$ cat config.mk
export PLATFORM = sky130hd
export DESIGN_NAME = key_expand_sched_flat
export DESIGN_NICKNAME = d
export VERILOG_FILES = /design/src/rtl/key_expand_sched_if.sv /design/src/rtl/key_expand_sched.sv /design/src/flat_wrapper.sv
export SDC_FILE = /design/constraint.sdc
export NUM_CORES = 2
export LEC_CHECK = 0
export CORE_ASPECT_RATIO = 0.9
export CORE_MARGIN = 8
export CORE_UTILIZATION = 40
export CTS_CLUSTER_SIZE = 14
export DETAILED_ROUTE_END_ITERATION = 16
export SYNTH_ARGS = -nofsm -noshare
export SYNTH_HDL_FRONTEND = slang
export SYNTH_SLANG_ARGS = --single-unit
$ cat constraint.sdc
create_clock -name clk -period 15.9 [get_ports clk]
set_input_delay 2.385 -clock clk [delete_from_list [all_inputs] [get_ports clk]]
set_output_delay 2.385 -clock clk [all_outputs]
set_load 0.005 [all_outputs]
$ cat src/rtl/key_expand_sched_if.sv
// Handshake bundle for key_expand_sched: the key load goes in, the round-key stream comes out.
// The rk_replay signal exists only when KEYSCHED_REPLAY_EN is defined.
interface key_expand_sched_if;
  logic [127:0] SecretKey;
  logic         key_valid;
  logic         key_ready;
  logic         busy;
  logic [127:0] rk_data;
  logic [3:0]   rk_round;
  logic         rk_last;
  logic         rk_valid;
  logic         rk_ready;
`ifdef KEYSCHED_REPLAY_EN
  logic         rk_replay;

  modport master (output SecretKey, key_valid, rk_ready, rk_replay,
                  input  key_ready, busy, rk_data, rk_round, rk_last, rk_valid);
  modport slave  (input  SecretKey, key_valid, rk_ready, rk_replay,
                  output key_ready, busy, rk_data, rk_round, rk_last, rk_valid);
`else
  modport master (output SecretKey, key_valid, rk_ready,
                  input  key_ready, busy, rk_data, rk_round, rk_last, rk_valid);
  modport slave  (input  SecretKey, key_valid, rk_ready,
                  output key_ready, busy, rk_data, rk_round, rk_last, rk_valid);
`endif
endinterface

$ cat src/rtl/key_expand_sched.sv
// AES-128 key expansion (one round key per cycle), then a stream of round keys 10..0 in decrypt order.
// With KEYSCHED_REPLAY_EN defined, the keys are retained in HOLD and rk_replay restreams them.
module key_expand_sched (
  input  logic             clk,
  input  logic             rst_n,
  key_expand_sched_if.slave bus
);

`ifdef KEYSCHED_REPLAY_EN
  typedef enum logic [1:0] {IDLE, EXPAND, STREAM, HOLD} state_t;
  localparam state_t DONE_STATE = HOLD;
`else
  typedef enum logic [1:0] {IDLE, EXPAND, STREAM} state_t;
  localparam state_t DONE_STATE = IDLE;
`endif

  localparam logic [7:0] SBOX [0:255] = '{
    8'h63,8'h7c,8'h77,8'h7b,8'hf2,8'h6b,8'h6f,8'hc5,8'h30,8'h01,8'h67,8'h2b,8'hfe,8'hd7,8'hab,8'h76,
    8'hca,8'h82,8'hc9,8'h7d,8'hfa,8'h59,8'h47,8'hf0,8'had,8'hd4,8'ha2,8'haf,8'h9c,8'ha4,8'h72,8'hc0,
    8'hb7,8'hfd,8'h93,8'h26,8'h36,8'h3f,8'hf7,8'hcc,8'h34,8'ha5,8'he5,8'hf1,8'h71,8'hd8,8'h31,8'h15,
    8'h04,8'hc7,8'h23,8'hc3,8'h18,8'h96,8'h05,8'h9a,8'h07,8'h12,8'h80,8'he2,8'heb,8'h27,8'hb2,8'h75,
    8'h09,8'h83,8'h2c,8'h1a,8'h1b,8'h6e,8'h5a,8'ha0,8'h52,8'h3b,8'hd6,8'hb3,8'h29,8'he3,8'h2f,8'h84,
    8'h53,8'hd1,8'h00,8'hed,8'h20,8'hfc,8'hb1,8'h5b,8'h6a,8'hcb,8'hbe,8'h39,8'h4a,8'h4c,8'h58,8'hcf,
    8'hd0,8'hef,8'haa,8'hfb,8'h43,8'h4d,8'h33,8'h85,8'h45,8'hf9,8'h02,8'h7f,8'h50,8'h3c,8'h9f,8'ha8,
    8'h51,8'ha3,8'h40,8'h8f,8'h92,8'h9d,8'h38,8'hf5,8'hbc,8'hb6,8'hda,8'h21,8'h10,8'hff,8'hf3,8'hd2,
    8'hcd,8'h0c,8'h13,8'hec,8'h5f,8'h97,8'h44,8'h17,8'hc4,8'ha7,8'h7e,8'h3d,8'h64,8'h5d,8'h19,8'h73,
    8'h60,8'h81,8'h4f,8'hdc,8'h22,8'h2a,8'h90,8'h88,8'h46,8'hee,8'hb8,8'h14,8'hde,8'h5e,8'h0b,8'hdb,
    8'he0,8'h32,8'h3a,8'h0a,8'h49,8'h06,8'h24,8'h5c,8'hc2,8'hd3,8'hac,8'h62,8'h91,8'h95,8'he4,8'h79,
    8'he7,8'hc8,8'h37,8'h6d,8'h8d,8'hd5,8'h4e,8'ha9,8'h6c,8'h56,8'hf4,8'hea,8'h65,8'h7a,8'hae,8'h08,
    8'hba,8'h78,8'h25,8'h2e,8'h1c,8'ha6,8'hb4,8'hc6,8'he8,8'hdd,8'h74,8'h1f,8'h4b,8'hbd,8'h8b,8'h8a,
    8'h70,8'h3e,8'hb5,8'h66,8'h48,8'h03,8'hf6,8'h0e,8'h61,8'h35,8'h57,8'hb9,8'h86,8'hc1,8'h1d,8'h9e,
    8'he1,8'hf8,8'h98,8'h11,8'h69,8'hd9,8'h8e,8'h94,8'h9b,8'h1e,8'h87,8'he9,8'hce,8'h55,8'h28,8'hdf,
    8'h8c,8'ha1,8'h89,8'h0d,8'hbf,8'he6,8'h42,8'h68,8'h41,8'h99,8'h2d,8'h0f,8'hb0,8'h54,8'hbb,8'h16
  };

  state_t       state_q, state_d;
  logic [3:0]   idx_q, idx_d;
  logic [127:0] rk_q [0:10];
  logic         load_key;
  logic [7:0]   rcon;
  logic [127:0] prev_key, next_key;
  logic [31:0]  rot_word, sub_word, nw0, nw1, nw2, nw3;

  always_comb begin
    unique case (idx_q)
      4'd1:    rcon = 8'h01;
      4'd2:    rcon = 8'h02;
      4'd3:    rcon = 8'h04;
      4'd4:    rcon = 8'h08;
      4'd5:    rcon = 8'h10;
      4'd6:    rcon = 8'h20;
      4'd7:    rcon = 8'h40;
      4'd8:    rcon = 8'h80;
      4'd9:    rcon = 8'h1b;
      4'd10:   rcon = 8'h36;
      default: rcon = 8'h00;
    endcase
  end

  // Round key idx_q is derived from round key idx_q-1, which was written on the previous edge.
  always_comb begin
    prev_key = rk_q[idx_q - 4'd1];
    rot_word = {prev_key[23:0], prev_key[31:24]};
    sub_word = {SBOX[rot_word[31:24]], SBOX[rot_word[23:16]],
                SBOX[rot_word[15:8]],  SBOX[rot_word[7:0]]};
    nw0      = prev_key[127:96] ^ sub_word ^ {rcon, 24'h000000};
    nw1      = prev_key[95:64]  ^ nw0;
    nw2      = prev_key[63:32]  ^ nw1;
    nw3      = prev_key[31:0]   ^ nw2;
    next_key = {nw0, nw1, nw2, nw3};
  end

  always_comb begin
    state_d       = state_q;
    idx_d         = idx_q;
    load_key      = 1'b0;
    bus.key_ready = 1'b0;
    bus.busy      = 1'b0;
    bus.rk_valid  = 1'b0;
    bus.rk_last   = 1'b0;
    bus.rk_round  = '0;
    bus.rk_data   = '0;
    unique case (state_q)
      IDLE: begin
        bus.key_ready = 1'b1;
        if (bus.key_valid) begin
          load_key = 1'b1;
          state_d  = EXPAND;
          idx_d    = 4'd1;
        end
      end
      EXPAND: begin
        bus.busy = 1'b1;
        if (idx_q == 4'd10) state_d = STREAM;
        else                idx_d   = idx_q + 4'd1;
      end
      STREAM: begin
        bus.busy     = 1'b1;
        bus.rk_valid = 1'b1;
        bus.rk_round = idx_q;
        bus.rk_data  = rk_q[idx_q];
        bus.rk_last  = (idx_q == 4'd0);
        if (bus.rk_ready) begin
          if (idx_q == 4'd0) state_d = DONE_STATE;
          else               idx_d   = idx_q - 4'd1;
        end
      end
`ifdef KEYSCHED_REPLAY_EN
      HOLD: begin
        bus.key_ready = 1'b1;
        if (bus.key_valid) begin
          load_key = 1'b1;
          state_d  = EXPAND;
          idx_d    = 4'd1;
        end else if (bus.rk_replay) begin
          state_d = STREAM;
          idx_d   = 4'd10;
        end
      end
`endif
      default: begin
        state_d = IDLE;
        idx_d   = '0;
      end
    endcase
  end

  always_ff @(posedge clk or negedge rst_n) begin
    if (!rst_n) begin
      state_q <= IDLE;
      idx_q   <= '0;
      for (int unsigned i = 0; i < 11; i++) rk_q[i] <= '0;
    end else begin
      state_q <= state_d;
      idx_q   <= idx_d;
      if (load_key)                rk_q[0]     <= bus.SecretKey;
      else if (state_q == EXPAND)  rk_q[idx_q] <= next_key;
    end
  end

endmodule

$ cat src/flat_wrapper.sv
// flat-port wrapper written by rule: the top's interface ports become plain ports
module key_expand_sched_flat 
  (clk, rst_n, bus_SecretKey, bus_key_valid, bus_rk_ready, bus_key_ready, bus_busy, bus_rk_data, bus_rk_round, bus_rk_last, bus_rk_valid);
  key_expand_sched_if bus_i ();
  input  logic clk;
  input  logic rst_n;
  input wire logic [$bits(bus_i.SecretKey)-1:0] bus_SecretKey;
  input wire logic [$bits(bus_i.key_valid)-1:0] bus_key_valid;
  input wire logic [$bits(bus_i.rk_ready)-1:0] bus_rk_ready;
  output wire logic [$bits(bus_i.key_ready)-1:0] bus_key_ready;
  output wire logic [$bits(bus_i.busy)-1:0] bus_busy;
  output wire logic [$bits(bus_i.rk_data)-1:0] bus_rk_data;
  output wire logic [$bits(bus_i.rk_round)-1:0] bus_rk_round;
  output wire logic [$bits(bus_i.rk_last)-1:0] bus_rk_last;
  output wire logic [$bits(bus_i.rk_valid)-1:0] bus_rk_valid;
  assign bus_i.SecretKey = bus_SecretKey;
  assign bus_i.key_valid = bus_key_valid;
  assign bus_i.rk_ready = bus_rk_ready;
  assign bus_key_ready = bus_i.key_ready;
  assign bus_busy = bus_i.busy;
  assign bus_rk_data = bus_i.rk_data;
  assign bus_rk_round = bus_i.rk_round;
  assign bus_rk_last = bus_i.rk_last;
  assign bus_rk_valid = bus_i.rk_valid;
  key_expand_sched u_core (.clk(clk), .rst_n(rst_n), .bus(bus_i));
endmodule
Figure 1. Clock wires, drivers and flops.
Drawn at 1 px/um.
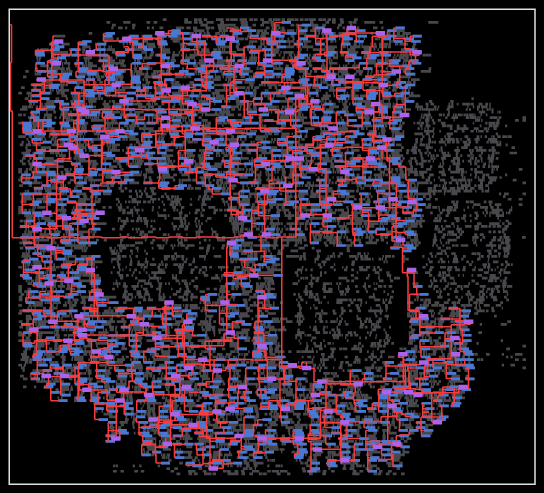
[blue] flip-flops | count: 1414
[purple] cells driving clock nets | count: 162
[red] clock wires | length: 19700 um
flops lie: widely spread

Figure 2. The metal 4 layer.
Drawn at 1 px/um. Supply wires on this layer in grey.
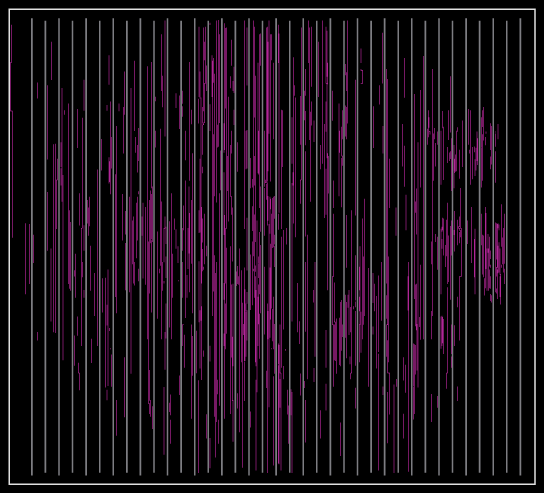
longest straight run: 286 um
share of all routed wire: 7.3%
wire length on this layer: 31.3 mm
nets with wire on the layer: 368
main direction: vertical

==> results.txt <==
Entry: Yosys synthesis followed by OpenROAD place and route.

Final layout:
- The run puts the clock buffer count in the final layout at 237.
- The run puts the final cell count without fillers at 13270.
- The run puts the number of nets in the final layout at 10270.
- After filler insertion, the fill cell instance count of the layout stands at 22280.
- The run gives the proportion of cell area occupied by registers as between 30% and 40%.
- The run gives the footprint of the multi-input gates as 53330 um^2.
- The run puts the area growth from synthesis to layout at 11.51%.
- There are 1414 flip-flops and latches.
- After layout the clock buffers and inverters come to 5.446% of cell area.

Floorplanning:
- The floorplan has 168 rows.
- The run gives the overall chip area as roughly 250000 um^2.
- The run puts the well-tap cell count at 3060.
- The core region is between 200000 and 250000 um^2.

Synthesis:
- For this run, the number of Yosys warnings is 0.
- The run gives the portion of the post-synthesis area used by sequential elements as 38.04%.
- Sorting the synthesized cells by area gives the leading types as dfrtp_1, mux4_2, o21ai_0, nand2_1, a21oi_1.
- Post-synth the commonest register cell is dfrtp_1.
- The run puts the share of Yosys cell area claimed by the top area cell type at between 30% and 40%.
- The synthesized netlist contains 106 unique library cells.
- The run puts the number of cell instances after yosys synthesis at 10480.
- The run puts the cell count after synthesis at 10480.

Timing:
- The run puts the slew of the pin with the lowest slew margin at 1460 ps.
- In the post-route analysis, the smallest setup slack over all paths is 5822 ps.
- The run gives the final count of pins violating max slew as 0.
- The run puts the minimum clock period at 10080 ps.
- The run gives the number of failing hold endpoints at the final stage as 0.
- From the final report, the count of setup violators was given as 0.

Clock tree:
- In this run, CTS created clock tree buffers numbering 162.
- TritonCTS built the clock tree.
- The run gives the clock-pin slew on the worst setup and hold paths as about 60 ps.
- Post-CTS repair changed the size of 0 cells.
- The run puts the post-cts hold buffer count at 0.
- Per the CTS log, the buffer count on the longest clock path is 3.
- The run gives the clock latency reported for the late side of the worst-skew pair as 860 ps.

Job:
- The run puts the count of tool warnings at 125.

Detailed routing:
- The run puts the remaining antenna violation count at 0.
- For this run, design rule violations remaining after detail routing come to 0.
- The run puts the detail-routed net length per standard cell at 32.41 um.

Outcome:
- The run finished with clean final reports.

Placed design:
- The detailed placer reported the number of placed instances as 12970.
- The run gives the quantity of I/O buffers inserted on ports as between 200 and 300.

Worst hold path:
- The startpoint identified for the worst hold timing path is u_core.rk_q[1247].
- For hold timing, the worst endpoint is u_core.rk_q[1247].

Worst setup path:
- The run gives the maximum fanout encountered on the critical timing path as approximately 100.
- The OpenROAD report gives the critical path a required time of ~17000 ps.
==> cell usage after synthesis (all sizes together), types with 49 or more instances <==
| cell type | n |
|---|---|
| nand2 | 1798 |
| o21ai | 1665 |
| dfrtp | 1414 |
| clkbuf | 809 |
| a21oi | 689 |
| nor2 | 626 |
| mux4 | 495 |
| buf | 344 |
| mux2i | 300 |
| a211oi | 239 |
| nand3 | 239 |
| o211ai | 235 |
| nor2b | 146 |
| nor3 | 144 |
| a31oi | 142 |
| xnor2 | 124 |
| a221oi | 84 |
| xor2 | 76 |
| mux2 | 73 |
| ha | 67 |
| a311oi | 60 |
| o311ai | 54 |
| o22ai | 49 |
==> worst min-delay path: stages, from the launching register on <==
cell and delay, ps:
dfrtp_1 350, nand2_1 50, o21ai_0 60
==> cell families after synthesis <==
kind of cell	Yosys count	synth area share, %
compound gates	3608	23.48
xor+xnor	204	2.012
fa+ha+maj	67	0.9012
buf+inv	1203	5.441
flops	1414	38.04
mux	868	16.10
simple gates	3115	14.03
==> cell usage in the layout, fill, tap and decap left out, types with 235 or more instances in the layout <==
cell and count:
a211oi_1 235, a21oi_1 682, buf_4 291, clkdlybuf4s50_1 266
dfrtp_1 1410, mux2i_1 300, mux4_2 495, nand2_1 1790
nor2_1 615, o21ai_0 1584
==> metal layers <==
| metal | GRT usage [%] | wire (um) | vias to the layer above | share of wire (%) |
|---|---|---|---|---|
| li1 | - | - | 37610 | - |
| met1 | 44.08 | 167900 | 44670 | 39 |
| met2 | 49.26 | 184800 | 5731 | 43 |
| met3 | 8.662 | 45920 | 1249 | 11 |
| met4 | 20.77 | 31320 | 18 | 7.3 |
| met5 | 0 | 112 | - | 0.026 |
==> sequential cells by signal (all words and copies together) (netlist names) <==
register,cells
u_core.rk_q,1408
u_core.idx_q,4
u_core.state_q,2
